==> config.mk <==
export PLATFORM = sky130hd
export DESIGN_NAME = rewrite_run_detector
export DESIGN_NICKNAME = d
export VERILOG_FILES = /design/src/rtl/rewrite_run_pkg.sv /design/src/rtl/rewrite_run_chan.sv /design/src/rtl/rewrite_run_detector.sv
export SDC_FILE = /design/constraint.sdc
export NUM_CORES = 1
export LEC_CHECK = 0
export CAP_MARGIN = 20
export CORE_AREA = 2 2 94 74
export CTS_CLUSTER_SIZE = 8
export DETAILED_ROUTE_END_ITERATION = 7
export DIE_AREA = 0 0 96 76
export PLACE_DENSITY = 0.8
export SLEW_MARGIN = 25
export SYNTH_ARGS = -nofsm -noshare
export SYNTH_HDL_FRONTEND = slang
export SYNTH_HIERARCHICAL = 1
export SYNTH_SLANG_ARGS = --single-unit
==> constraint.sdc <==
create_clock -name clk -period 4.4 [get_ports clk]
set_input_delay 0.66 -clock clk [delete_from_list [all_inputs] [get_ports clk]]
set_output_delay 0.66 -clock clk [all_outputs]
set_load 0.005 [all_outputs]
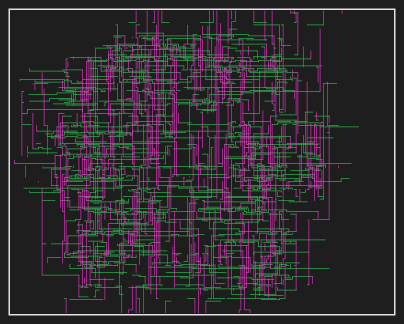
Figure 1: run 1, routed metal, one colour a layer.
Scale: 4 px per µm. Two of the layers only.
[M1] green | wire length: 3,480 µm
[M2] magenta | wire length: 3,640 µm
wire per inst: 16.5 µm
WL final: 7830 µm
GRT Total Usage: 23.4%
via count: 2,783

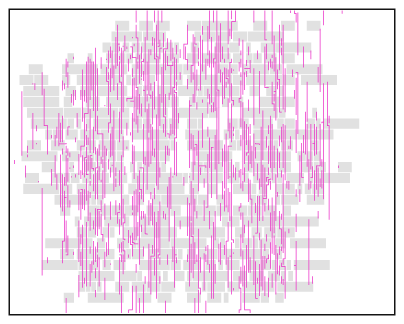
Figure 2: run 1, metal 2.
Scale: 4 px per µm.
nets with wire on the layer: 355
longest straight run: 33.1 µm
share of all routed wire: 46%
met2 GRT Util: 33.8%

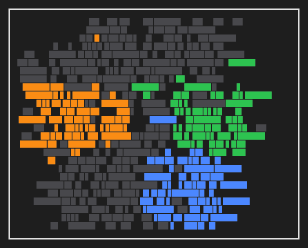
Figure 3: run 1, placement by RTL instance.
Scale: 3 px per µm. Other cells in grey.
[`g_chan[0].u_chan`] blue | cells: 60
[`g_chan[3].u_chan`] green | cells: 59
[`g_chan[1].u_chan`] orange | cells: 57 | where: middle left
final cell utilization of the core: 60.1%
DIE AREA: 7300 µm²
Layout Cells excl Fill: 474

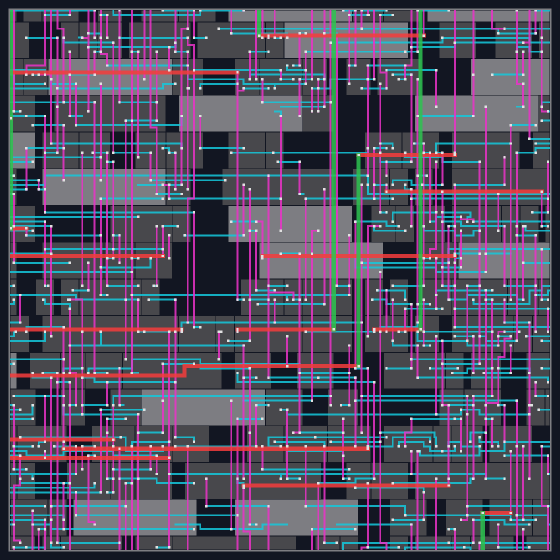
Figure 4: run 1, layout detail.
Region (28, 18) to (68, 58) µm. Cells in grey, sequential cells in the stronger grey; small squares are vias.
[M3] red
[M2] magenta
[M4] green
[M1] cyan
sequential cells in the window: 12
cells with their middle in the window: 124
most frequent: buf_4 (13), inv_1 (12), dfrtp_1 (12)

==> run summary, run 1 <==
fresh numbers from the pnr run: status=finished, final reports clean, initial antenna violation count=0, CP peak stage delay=480 ps, crit end category=register, root buf cell=clkbuf_8, most used routing layer=met1, clk cell area share=under 10%, final worst slack=229 ps, yosys stat area=around 3100 µm², Post-Synth Simple-Gate Area=between 20% and 30%, Gate power share=between 10% and 20%, Main logic family=AND-OR/OR-AND gates, vias in the first global route=between 2,000 and 3,000, Die Wd=about 96 µm, DRT iter0 DRCs=172, Synth Seq Share=35.5%, CTS-repair resized insts=0, final hold vios=0, Final Skew=~4.0 ps, pwr/cell area=224 nW/µm², Hold WC Path Type=input port to asynchronous set/reset pin, Setup Viol. Count Final=0, Worst-path clk slew=roughly 80 ps, most frequent cells in the layout=dfrtp_1 (44), clkdlybuf4s50_1 (35), nand2_1 (29), DRC viols=0, max layer used=met4, period utilisation layout=94.8%, crit path buf inv count=3, P_clk=around 0.31 mW, CP top delay family=adder cells, DR pass1 iterations=4, syn_nets=~370, Synth Area in Adders=about a tenth, M1 GR Usage=between 30 and 40%, Max-slew headroom=61.5%, slowest CP cell=fa_1, Detail Placement HPWL=5760 µm, EDFF count, synth=0, Via density=5.87, synth top area cells=dfrtp_1 (35%), ha_1 (8.5%), nand2_1 (3.5%), FP Core Util=47.9%, Reg area=approximately 1100 µm², Fmax=~0.24 GHz, Layout Nets=~430, Reg2Reg Depth=18, Post-Syn Area=~3100 µm², first-pass GRT wire length=between 10,000 and 15,000 µm, worst path required time=~4600 ps, post-route ant nets=0, Clock Power Share=between 30 and 40%, CTS Sinks=around 44, WL met2=3640 µm, flop share of the area=28.3%, XOR Share, Synth=about 1.4%, power share of the sequential group=48.3%, Synth top cell by count=dfrtp_1, top power group=sequential cells, Syn Inst Count=330, CP cell instances=ha_1 > nor2b_1 > or2_2 > ha_4 > a21o_1 > a31oi_4 > o21ai_2 > o21a_1 > fa_1 > inv_1 > fa_2 > inv_2 > fa_2 > nand4_4 > nor4_4 > buf_4 > nor3_1 > nor3_1, MI comb cells=between 200 and 300, sequential cell count=approximately 44, CP Class=register to register, worst hold slack=~340 ps, placed inst area=between 3000 and 4000 µm², Cell Type Count=between 50 and 60, largest net degree at the start of global routing=about 45, Sequential Power=approximately 0.42 mW, ys cells=330, H-tree levels=2, TNS Setup=0 ps, Synth area leader=dfrtp_1, CP Depth=18, Peak VDD IR=roughly 0.16 mV, wire length on met1=approximately 3500 µm, Multiplexer share=0.645%
--- run 2 (diff from run 1) ---
- MAX_ROUTING_LAYER: unset -> met4
- RECOVER_POWER: unset -> 100
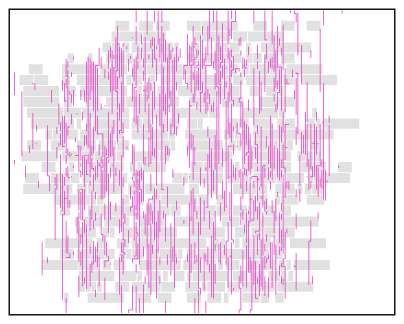
Figure 5: run 2, metal 2.
Scale: 4 px per µm.
nets with wire on the layer: 353
longest straight run: 40.8 µm
wire length on this layer: 3,520 µm
WL final: 7810 µm
via count: 2,784
met2 GRT Util: 33.7%

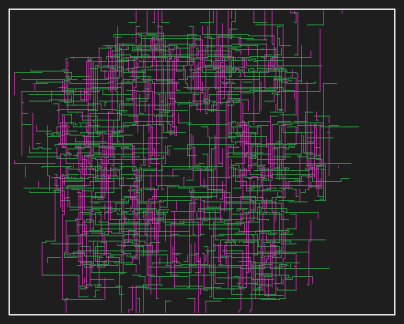
Figure 6: run 2, routed metal, one colour a layer.
Scale: 4 px per µm. Two of the layers only.
wire per inst: 16.5 µm
GRT Total Usage: 23.9%

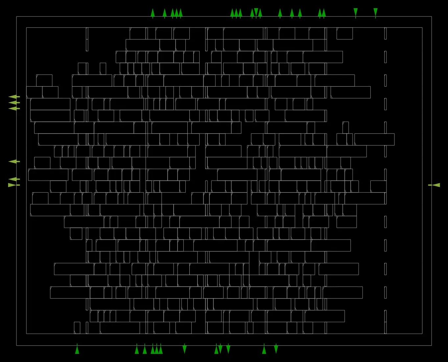
Figure 7: run 2, placement view.
final cell utilization of the core: 59.7%
fill cell count: 528
Tapcell Cnt: 84

==> run 2 against run 1 <==
  * Area after synthesis unchanged
  * Via count is essentially flat
  * Wire length shrank 0.36%
  * Clock power hardly changed
  * Cell count unchanged
  * Global-route usage up 0.57 points
  * Sequential power is essentially flat
  * The run now ends with capacitance limit, slew limit left
  * Utilization fell by 0.41 points
  * Die area is the same
==> run summary, run 2 <==
fresh numbers from the pnr run: CP Depth=18 (unchanged), Main logic family=AND-OR/OR-AND gates, Post-Synth Simple-Gate Area=22.1% (unchanged), final worst slack=232 ps (+2.91 ps), Die Wd=96 µm (unchanged), pwr/cell area=224 nW/µm² (+0.14%), Sequential Power=0.420 mW (about the same), Setup Viol. Count Final=0 (unchanged), vias in the first global route=2,731 (+0.18%), CP peak stage delay=480 ps (about the same), Synth area leader=dfrtp_1, final tally of max-slew violations=between 40 and 50, Synth Area in Adders=10.4% (unchanged), DRT iter0 DRCs=186 (+8.1%), Worst-path clk slew=90 ps (about the same), synth top area cells=dfrtp_1 (35%), ha_1 (8.5%), nand2_1 (3.5%), DRC viols=0 (unchanged), violated checks=capacitance limit, slew limit, Multiplexer share=0.645% (unchanged), EDFF count, synth=0 (unchanged), final hold vios=0 (unchanged), Clock Power Share=35.9% (about the same), yosys stat area=3100 µm² (unchanged), worst hold slack=537 ps (+201 ps), Layout Cells excl Fill=474 (unchanged), Max-slew headroom=-61.5% (-120 points), most frequent cells in the layout=dfrtp_1 (44), nand2_1 (29), inv_1 (24), M1 GR Usage=34.2% (-0.064 points), period utilisation layout=94.7% (about the same), number of max-cap violations=1, most used routing layer=met1, DR pass1 iterations=6 (+2), Fmax=0.240 GHz (about the same), ys cells=330 (unchanged), largest net degree at the start of global routing=45 (unchanged), flop share of the area=28.5% (+0.19 points), CP top delay family=adder cells, Hold WC Path Type=register to register, Via density=5.87 (about the same), TNS Setup=0 ps (unchanged), DIE AREA=7300 µm² (unchanged), top power group=sequential cells, status=finished with violations, Cell Type Count=56 (unchanged), max layer used=met4, slowest CP cell=fa_1, initial antenna violation count=0 (unchanged)
No activity file was given, so power comes from the tool's default toggle rates.
